File: src/rtl/approx_err_pkg.sv
`default_nettype none
// ============================================================================
// Module   : approx_err_pkg
// Purpose  : Shared definitions for the approximate-arithmetic error monitors:
//            default widths, the run-control FSM state encoding and the
//            saturating-add helpers used by the on-chip accumulators.
// Macros   : none
// Revision : 1.0 - initial release
// ============================================================================
package approx_err_pkg;

  // Default widths for the 8-bit approximate-adder family.
  localparam int c_def_w     = 8;   // operand width
  localparam int c_def_cnt_w = 17;  // covers 2^16 exhaustive operand pairs
  localparam int c_def_sum_w = 26;  // c_def_w + 1 + c_def_cnt_w

  // Run-control FSM, explicitly 2-bit encoded.
  typedef enum logic [1:0] {
    ST_IDLE  = 2'd0,
    ST_RUN   = 2'd1,
    ST_DRAIN = 2'd2,
    ST_DONE  = 2'd3
  } state_e;

  // Unsigned saturating add on a w-bit accumulator (w < 64). Operands are
  // carried in 64-bit containers so one helper serves any accumulator width;
  // both inputs must already fit in w bits.
  function automatic logic [63:0] sat_add_u(input logic [63:0] a,
                                            input logic [63:0] b,
                                            input int          w);
    logic [64:0] s;
    logic [64:0] mx;
    s  = {1'b0, a} + {1'b0, b};
    mx = (65'd1 << w) - 65'd1;
    return (s > mx) ? mx[63:0] : s[63:0];
  endfunction

  // Signed saturating add clamped to the w-bit two's-complement range
  // (w < 64). Inputs are sign-extended to 64 bits by the caller.
  function automatic logic signed [63:0] sat_add_s(input logic signed [63:0] a,
                                                   input logic signed [63:0] b,
                                                   input int                 w);
    logic signed [64:0] s;
    logic signed [64:0] mx;
    logic signed [64:0] mn;
    s  = {a[63], a} + {b[63], b};
    mx = (65'sd1 <<< (w - 1)) - 65'sd1;
    mn = -mx - 65'sd1;
    if (s > mx) begin
      return mx[63:0];
    end else if (s < mn) begin
      return mn[63:0];
    end else begin
      return s[63:0];
    end
  endfunction

endpackage
`default_nettype wire

File: src/rtl/approx_err_dist.sv
`default_nettype none
// ============================================================================
// Module   : approx_err_dist
// Purpose  : Combinational error distance |exact - approx| between an exact
//            and an approximate (W+1)-bit result. Shared by the adder monitor
//            and future approximate-multiplier monitors.
// Ports    : exact  in  W+1  exact reference result
//            approx in  W+1  approximate result
//            ed     out W+1  absolute error distance
// Macros   : none
// Revision : 1.0 - initial release
// ============================================================================
module approx_err_dist
  import approx_err_pkg::*;
#(
  parameter int W = c_def_w
) (
  input  logic [W:0] exact,
  input  logic [W:0] approx,
  output logic [W:0] ed
);

  // One extra bit plus sign so the difference never wraps.
  logic signed [W+1:0] w_diff;

  assign w_diff = $signed({1'b0, exact}) - $signed({1'b0, approx});

  // |diff| always fits in W+1 bits; negating only the low bits gives the same
  // result as negating the full word and truncating.
  assign ed = w_diff[W+1] ? (~w_diff[W:0] + (W+1)'(1)) : w_diff[W:0];

endmodule
`default_nettype wire

File: src/rtl/approx_adder_error_monitor.sv
`default_nettype none
// ============================================================================
// Module   : approx_adder_error_monitor
// Purpose  : On-chip error characterisation of an approximate adder. Accepts
//            {a, b, cin, approx} samples, recomputes the exact sum and
//            accumulates error count, sum / maximum of error distance and the
//            operands of the first worst-case sample.
// Ports    : clk, rst_n            clock, asynchronous active-low reset
//            start, n_samples      run start pulse and sample budget
//            in_valid/in_ready     sample handshake
//            in_a, in_b, in_cin    operands
//            in_approx             approximate result {Cout,S}
//            busy, done            run status
//            sample_cnt, err_cnt   accepted samples / samples with ED != 0
//            sum_ed, max_ed        saturating sum and maximum of ED
//            worst_a, worst_b      operands of first sample reaching max_ed
//            bias_sum              (SIGNED_BIAS_EN only) sat. sum(approx-exact)
// Macros   : SIGNED_BIAS_EN - adds the signed bias accumulator and port
// Revision : 1.0 - initial release
// ============================================================================
module approx_adder_error_monitor
  import approx_err_pkg::*;
#(
  parameter int W     = c_def_w,
  parameter int CNT_W = c_def_cnt_w,
  parameter int SUM_W = c_def_sum_w
) (
  input  logic                    clk,
  input  logic                    rst_n,
  input  logic                    start,
  input  logic [CNT_W-1:0]        n_samples,
  input  logic                    in_valid,
  output logic                    in_ready,
  input  logic [W-1:0]            in_a,
  input  logic [W-1:0]            in_b,
  input  logic                    in_cin,
  input  logic [W:0]              in_approx,
  output logic                    busy,
  output logic                    done,
  output logic [CNT_W-1:0]        sample_cnt,
  output logic [CNT_W-1:0]        err_cnt,
  output logic [SUM_W-1:0]        sum_ed,
  output logic [W:0]              max_ed,
  output logic [W-1:0]            worst_a,
`ifdef SIGNED_BIAS_EN
  output logic signed [SUM_W-1:0] bias_sum,
`endif
  output logic [W-1:0]            worst_b
);

  // --------------------------------------------------------------------------
  // State
  // --------------------------------------------------------------------------
  state_e           r_state;
  logic [CNT_W-1:0] r_n_lat;
  logic [CNT_W-1:0] r_sample_cnt;

  // Stage 1: exact sum and captured sample
  logic             r_s1_valid;
  logic [W:0]       r_s1_exact;
  logic [W:0]       r_s1_approx;
  logic [W-1:0]     r_s1_a;
  logic [W-1:0]     r_s1_b;

  // Stage 2 occupancy: the accumulators below are the stage-2 registers
  logic             r_s2_valid;

  logic [CNT_W-1:0] r_err_cnt;
  logic [SUM_W-1:0] r_sum_ed;
  logic [W:0]       r_max_ed;
  logic [W-1:0]     r_worst_a;
  logic [W-1:0]     r_worst_b;

  logic             w_start_ok;
  logic             w_xfer;
  logic             w_last_xfer;
  logic [W:0]       w_exact;
  logic [W:0]       w_ed;

  // start only takes effect when no run is in flight.
  assign w_start_ok  = start && ((r_state == ST_IDLE) || (r_state == ST_DONE));
  assign in_ready    = (r_state == ST_RUN) && (r_sample_cnt < r_n_lat);
  assign w_xfer      = in_valid && in_ready;
  assign w_last_xfer = w_xfer && ((r_sample_cnt + CNT_W'(1)) == r_n_lat);
  assign w_exact     = {1'b0, in_a} + {1'b0, in_b} + {{W{1'b0}}, in_cin};

  // --------------------------------------------------------------------------
  // Run-control FSM and sample counter
  // --------------------------------------------------------------------------
  always_ff @(posedge clk or negedge rst_n) begin
    if (!rst_n) begin
      r_state      <= ST_IDLE;
      r_n_lat      <= '0;
      r_sample_cnt <= '0;
    end else begin
      case (r_state)
        ST_IDLE, ST_DONE: begin
          if (start) begin
            r_n_lat      <= n_samples;
            r_sample_cnt <= '0;
            // An empty run still passes through DRAIN so done timing is uniform.
            r_state      <= (n_samples == '0) ? ST_DRAIN : ST_RUN;
          end
        end
        ST_RUN: begin
          if (w_xfer) begin
            r_sample_cnt <= r_sample_cnt + CNT_W'(1);
            if (w_last_xfer) begin
              r_state <= ST_DRAIN;
            end
          end
        end
        ST_DRAIN: begin
          if (!r_s1_valid && !r_s2_valid) begin
            r_state <= ST_DONE;
          end
        end
        default: r_state <= ST_IDLE;
      endcase
    end
  end

  // --------------------------------------------------------------------------
  // Stage 1 capture
  // --------------------------------------------------------------------------
  always_ff @(posedge clk or negedge rst_n) begin
    if (!rst_n) begin
      r_s1_valid  <= 1'b0;
      r_s1_exact  <= '0;
      r_s1_approx <= '0;
      r_s1_a      <= '0;
      r_s1_b      <= '0;
      r_s2_valid  <= 1'b0;
    end else begin
      r_s1_valid <= w_xfer;
      r_s2_valid <= r_s1_valid;
      if (w_xfer) begin
        r_s1_exact  <= w_exact;
        r_s1_approx <= in_approx;
        r_s1_a      <= in_a;
        r_s1_b      <= in_b;
      end
    end
  end

  // --------------------------------------------------------------------------
  // Stage 2: error distance and accumulators
  // --------------------------------------------------------------------------
  approx_err_dist #(
    .W (W)
  ) u_err_dist (
    .exact  (r_s1_exact),
    .approx (r_s1_approx),
    .ed     (w_ed)
  );

  always_ff @(posedge clk or negedge rst_n) begin
    if (!rst_n) begin
      r_err_cnt <= '0;
      r_sum_ed  <= '0;
      r_max_ed  <= '0;
      r_worst_a <= '0;
      r_worst_b <= '0;
    end else if (w_start_ok) begin
      r_err_cnt <= '0;
      r_sum_ed  <= '0;
      r_max_ed  <= '0;
      r_worst_a <= '0;
      r_worst_b <= '0;
    end else if (r_s1_valid) begin
      if (w_ed != '0) begin
        r_err_cnt <= r_err_cnt + CNT_W'(1);
      end
      r_sum_ed <= SUM_W'(sat_add_u(64'(r_sum_ed), 64'(w_ed), SUM_W));
      // Strictly greater: on a tie the earliest worst-case sample is kept.
      if (w_ed > r_max_ed) begin
        r_max_ed  <= w_ed;
        r_worst_a <= r_s1_a;
        r_worst_b <= r_s1_b;
      end
    end
  end

`ifdef SIGNED_BIAS_EN
  // Signed skew of the approximate adder: sum of (approx - exact).
  logic signed [W+1:0]    w_bias_diff;
  logic signed [SUM_W-1:0] r_bias_sum;

  assign w_bias_diff = $signed({1'b0, r_s1_approx}) - $signed({1'b0, r_s1_exact});

  always_ff @(posedge clk or negedge rst_n) begin
    if (!rst_n) begin
      r_bias_sum <= '0;
    end else if (w_start_ok) begin
      r_bias_sum <= '0;
    end else if (r_s1_valid) begin
      r_bias_sum <= SUM_W'(sat_add_s(64'(r_bias_sum), 64'(w_bias_diff), SUM_W));
    end
  end

  assign bias_sum = r_bias_sum;
`endif

  // --------------------------------------------------------------------------
  // Outputs
  // --------------------------------------------------------------------------
  assign busy       = (r_state == ST_RUN) || (r_state == ST_DRAIN);
  assign done       = (r_state == ST_DONE);
  assign sample_cnt = r_sample_cnt;
  assign err_cnt    = r_err_cnt;
  assign sum_ed     = r_sum_ed;
  assign max_ed     = r_max_ed;
  assign worst_a    = r_worst_a;
  assign worst_b    = r_worst_b;

endmodule
`default_nettype wire

File: config.mk
export PLATFORM = sky130hd
export DESIGN_NAME = approx_adder_error_monitor
export DESIGN_NICKNAME = d
export VERILOG_FILES = /design/src/rtl/approx_err_pkg.sv /design/src/rtl/approx_err_dist.sv /design/src/rtl/approx_adder_error_monitor.sv
export SDC_FILE = /design/constraint.sdc
export NUM_CORES = 1
export LEC_CHECK = 0
export CORE_MARGIN = 5
export CORE_UTILIZATION = 45
export DETAILED_ROUTE_END_ITERATION = 12
export PLACE_DENSITY = 0.71
export RECOVER_POWER = 50
export SLEW_MARGIN = 20
export SYNTH_ARGS = -nofsm -noshare
export SYNTH_HDL_FRONTEND = slang
export SYNTH_SLANG_ARGS = --single-unit
File: constraint.sdc
create_clock -name clk -period 4.3 [get_ports clk]
set_input_delay 1.075 -clock clk [delete_from_list [all_inputs] [get_ports clk]]
set_output_delay 1.075 -clock clk [all_outputs]
set_load 0.01 [all_outputs]
run_1/cell_classes.png
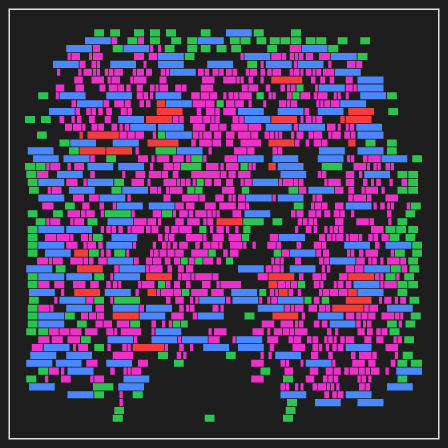
legend:
  clock drivers and dummy loads:
    colour: red
    cells: 32
  flip-flops:
    colour: blue
    cells: 140
  other buffers and delay cells:
    colour: green
    cells: 169
  all other logic:
    colour: magenta
    cells: 755

run_1/pdn.png
The bar under the picture is 50 um long. Pins as bars on the die edge.
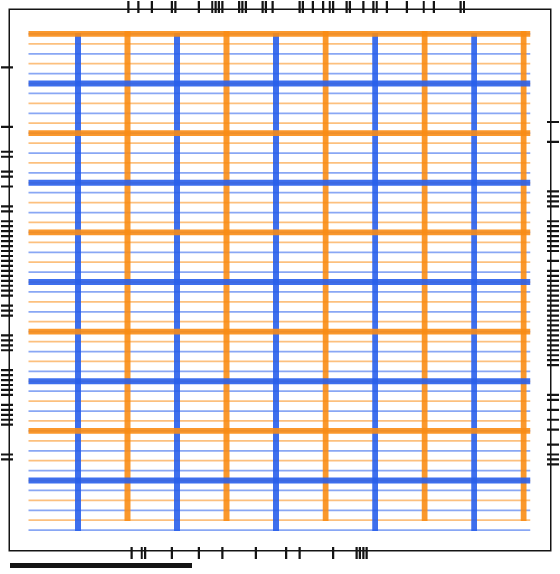
legend:
  VDD:
    colour: orange
  VSS:
    colour: blue
met1 rails: 51
rows: 50
met5 straps: 10
signal pins: 135
met4 straps: 10

run_1/clock_map.png
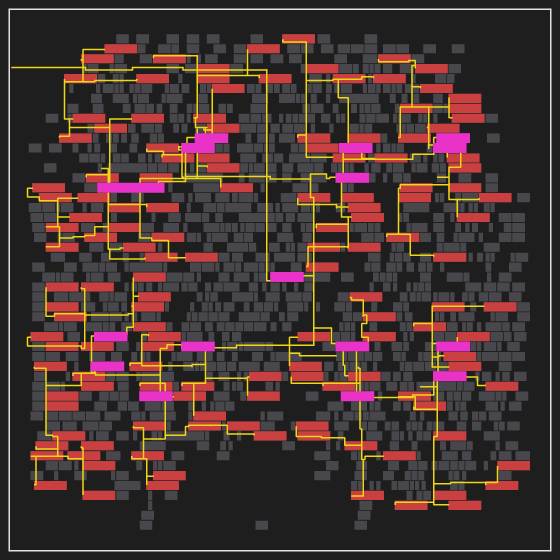
legend:
  clock wires:
    colour: yellow
    length: 1890 um
  cells driving clock nets:
    colour: magenta
    count: 17
  flip-flops:
    colour: red
    count: 140
routed clock nets: 18

run_1/metal_stack.png
The bar under the picture is 50 um long.
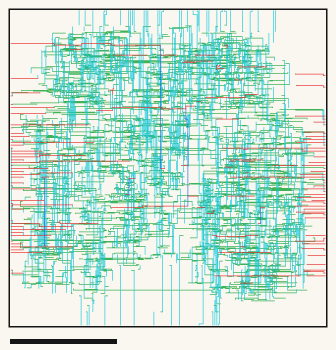
legend:
  met2:
    colour: cyan
    wire_length: 10500 um
  met3:
    colour: red
    wire_length: 1500 um
  met4:
    colour: blue
    wire_length: 151 um
  met1:
    colour: green
    wire_length: 10100 um

==> flow_summary.toml, run 1 <==
# physical design summary
[clock_tree]
hold_buffers = 0
h-tree-depth = 4

[final_layout]
layoutNonFillerInstCount = 1330
sh_comb_area_pct = 42.63
final_common_cell = "dfrtp_1"
flops = 140
largest_class = "logic gates"
n_antenna_cell = 0
nNonClkBuffers = 169
clk_share_pct = 5.895
area_growth_pct = 30.03

[floorplanning]
core_sq_um = 18710
die_x_um = 148.0
fp-utilization_pct = 45.81
tap_cells = 234

[global_routing]
antenna_found_initial = 0
grt_pass1_wl_mm = 36.20
grt_use_total_pct = 20.16

[critical_path]
r2r_cells = 19
critPathLaunchType = "flop"
reg2reg_slack_ns = 0.14
cp_data_required_time_ns = 4.61
slowest_delay_ns = 0.44
worst-setup-path-type = "flop to flop"
cp_slowest_cell = "fa_1"

[synth]
syn_nets = 1046
ys_cells = 935
ys.warnings.count = 0
edf_count = 0

[outcome]
status = "complete, no violations"

[hold_path]
holdCritPathClass = "flop to flop"
hold_end = "r_s1_a[0]$_DFFE_PN0P_"
hold_start = "r_s1_a[0]$_DFFE_PN0P_"

[route]
drt_pass1_iterations = 5
-- run 1: cells by family (layout without fill, tap and decap cells) --
logic type	Yosys count	count (layout)	synth area share, %
buffers and inverters	101	262	4.555
and+or+nand+nor	288	288	15.81
DFF	140	140	40.88
muxes	40	40	4.935
xor gates and xnor gates	55	55	5.884
adders and majority gates	64	64	9.695
AOI/OAI and AO/OA	247	247	18.24
-- run 1: state kept, by name (all words and copies together) (netlist names) --
register and cells:
worst_a 8, r_s1_valid 1, r_state 2, max_ed 9, worst_b 8, r_s1_approx 9
r_s2_valid 1, r_s1_a 8, r_s1_b 8, sample_cnt 17, sum_ed 26, r_s1_exact 9
err_cnt 17, r_n_lat 17
-- run 1: cells in the mapped netlist, drive strengths merged (3+ instances only) --
| cell type | count | area share, % |
|---|---|---|
| a2111oi | 3 | 0.53 |
| a211oi | 17 | 1.5 |
| a21o | 20 | 1.8 |
| a21oi | 65 | 4.0 |
| a31oi | 24 | 1.8 |
| a41o | 3 | 0.35 |
| and2 | 7 | 0.54 |
| and3 | 12 | 0.88 |
| buf | 7 | 0.44 |
| clkbuf | 33 | 1.4 |
| dfrtp | 140 | 41 |
| fa | 4 | 0.93 |
| ha | 60 | 8.8 |
| inv | 61 | 2.7 |
| mux2 | 18 | 2.4 |
| mux2i | 22 | 2.6 |
| nand2 | 81 | 3.5 |
| nand2b | 8 | 0.58 |
| nand3 | 29 | 1.7 |
| nand4 | 15 | 1.1 |
| nor2 | 92 | 4.0 |
| nor2b | 3 | 0.22 |
| nor3 | 13 | 0.82 |
| nor4 | 9 | 0.73 |
| nor4b | 3 | 0.31 |
| o211ai | 5 | 0.44 |
| o21a | 10 | 0.88 |
| o21ai | 70 | 4.1 |
| o221a | 4 | 0.53 |
| o22ai | 3 | 0.22 |
| o31ai | 3 | 0.26 |
| or3 | 8 | 0.58 |
| xnor2 | 43 | 4.6 |
| xor2 | 12 | 1.3 |
-- run 1: per-layer routing --
layer	global-route usage [%]	vias up	wire, um
met4	3.557	0	150
met2	32.27	180	10490
met3	6.530	12	1504
li1	-	3626	-
met1	27.28	3483	10120
met5	0	-	0
-- run 1: worst register-to-register path, cell delays in order, from the launching register on --
cell and delay [ns]:
dfrtp_1 0.35, inv_1 0.05, ha_1 0.22, nand2b_1 0.19, a21oi_2 0.21, o211ai_1 0.14, o211ai_1 0.38, buf_4 0.19
a21oi_2 0.08, fa_1 0.44, a21o_1 0.20, a21oi_2 0.17, o21ai_1 0.13, a31o_2 0.30, a21oi_4 0.20, nor2_1 0.11
and2_2 0.23, a21oi_1 0.15, nor2_1 0.06, o221a_2 0.25
-- run 1: timing repair --
item                                    4_1_cts  5_1_grt
buffers inserted                              0        5
gates cloned                                  0        3
endpoints found under the setup margin        1       50
pin swaps                                     1        7
gates resized                                 1       16
==> inputs of run 2 (changes only) <==
- SKIP_LAST_GASP: default -> 1
run_2/clock_map.png
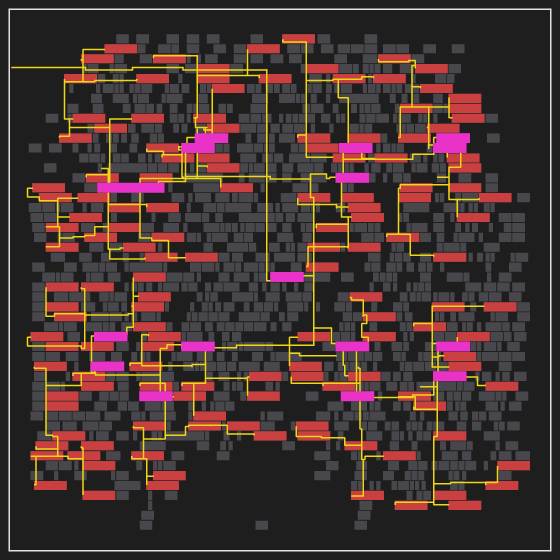
legend:
  cells driving clock nets:
    colour: magenta
    count: 17
  flip-flops:
    colour: red
    count: 140
  clock wires:
    colour: yellow
    length: 1890 um
routed clock nets: 18

run_2/cell_classes.png
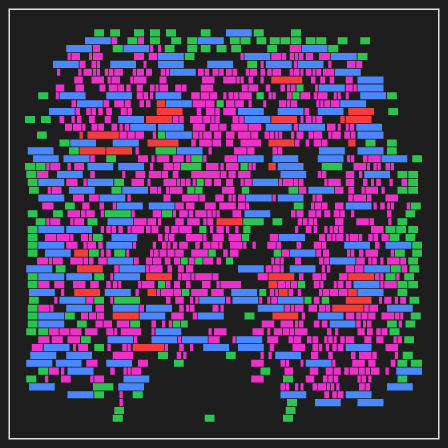
legend:
  other buffers and delay cells:
    colour: green
    cells: 169
  clock drivers and dummy loads:
    colour: red
    cells: 32
  all other logic:
    colour: magenta
    cells: 755
  flip-flops:
    colour: blue
    cells: 140

==> run 2 against run 1 <==
  * Routed wire length is the same
  * First-iteration DRC count unchanged
  * Die size stayed put
  * Critical path type unchanged
  * Critical endpoint unchanged
  * Largest cell class unchanged
==> flow_summary.toml, run 2 <==
# physical design summary
[final_layout]
area_growth_pct = 30.03
largest_reg_flops = 26

[synth]
syn_nets = 1046
synthMuxAreaShare_pct = 4.935
ys_cells = 935
yosys-top-cells-count = "dfrtp_1, nor2_1, nand2_1"
synth_top_cell_by_count = "dfrtp_1"
synthTopCellsByArea = "dfrtp_1, ha_1, xnor2_1"
yosys.area_share.adder_pct = 9.695
ys_sh_aoi_pct = 18.24
netlist.top_cell.by_area = "dfrtp_1"
synthSimpleGateAreaFrac_pct = 15.81

[clock_tree]
h-tree-depth = 4
hold_buffers = 0

[critical_path]
r2r_cells = 19
worst-setup-path-type = "flop to flop"
cp_data_required_time_ns = 4.61

[floorplanning]
die_x_um = 148.0

[hold_path]
hold_start = "r_s1_a[0]$_DFFE_PN0P_"
hold_end = "r_s1_a[0]$_DFFE_PN0P_"

[outcome]
status = "complete, no violations"
-- run 2: cell counts in the layout (fill, tap and decap cells not counted) --
Identical to the previous run, type by type.
-- run 2: routing by layer --
layer / GRT usage (%) / vias up / wire length, um
li1: - / 3626 / -
met1: 27.28 / 3483 / 10120
met2: 32.27 / 180 / 10490
met3: 6.530 / 12 / 1504
met4: 3.557 / 0 / 150
met5: 0 / - / 0
-- run 2: cells by family (layout without fill, tap and decap cells) --
| kind of cell | count (synthesis) | in the layout |
|---|---|---|
| flops | 140 | 140 |
| compound gates | 247 | 247 |
| simple gates | 288 | 288 |
| mux | 40 | 40 |
| buf+inv | 101 | 262 |
| xor+xnor | 55 | 55 |
| fa+ha+maj | 64 | 64 |
-- run 2: critical path: stages, from the launching register on --
cell and delay (ns):
dfrtp_1 0.35, inv_1 0.05, ha_1 0.22, nand2b_1 0.19
a21oi_2 0.21, o211ai_1 0.14, o211ai_1 0.38, buf_4 0.19
a21oi_2 0.08, fa_1 0.44, a21o_1 0.20, a21oi_2 0.17
o21ai_1 0.13, a31o_2 0.30, a21oi_4 0.20, nor2_1 0.11
and2_2 0.23, a21oi_1 0.15, nor2_1 0.06, o221a_2 0.25
-- run 2: through the flow --
step / util, % / cell area (sq um) / cells
finish: 59.57 / 11140 / 1330
detailed placement: 55.10 / 10310 / 1290
CTS: 58.64 / 10970 / 1322
floorplan: - / 8571 / 935
global route: 59.57 / 11140 / 1330
global placement: 55.10 / 10310 / 1290
-- run 2: final cells by class --
| type | count | area (sq um) | share of cell area, % |
|---|---|---|---|
| Multi-Input combinational cell | 694 | 4751 | 42.63 |
| Sequential cell | 140 | 3503 | 31.44 |
| Timing Repair Buffer | 169 | 1710 | 15.35 |
| Clock buffer | 19 | 442.9 | 3.975 |
| Tap cell | 234 | 292.8 | 2.627 |
| Inverter | 61 | 229.0 | 2.055 |
| Clock inverter | 13 | 214.0 | 1.920 |
-- run 2: worst max-delay path by stage --
stage                                   endpoint  slack [ns]  cells past startpoint
after floorplan            max_ed[7]$_DFFE_PN0P_        0.03                     20
after global placement    sum_ed[15]$_DFFE_PN0P_        0.13                     18
after detailed placement  sum_ed[17]$_DFFE_PN0P_        0.04                     18
after CTS                 sum_ed[17]$_DFFE_PN0P_       0.004                     19
after global routing      sum_ed[17]$_DFFE_PN0P_       -0.08                     19
final                     sum_ed[17]$_DFFE_PN0P_        0.14                     19
-- run 2: repair_timing --
action | CTS | global route
setup endpoints to repair | 1 | 50
pin swaps | 1 | 7
gates resized | 1 | 16
endpoints found under the hold margin | 0 | 0
gates cloned | 0 | 3
setup buffers | 0 | 5
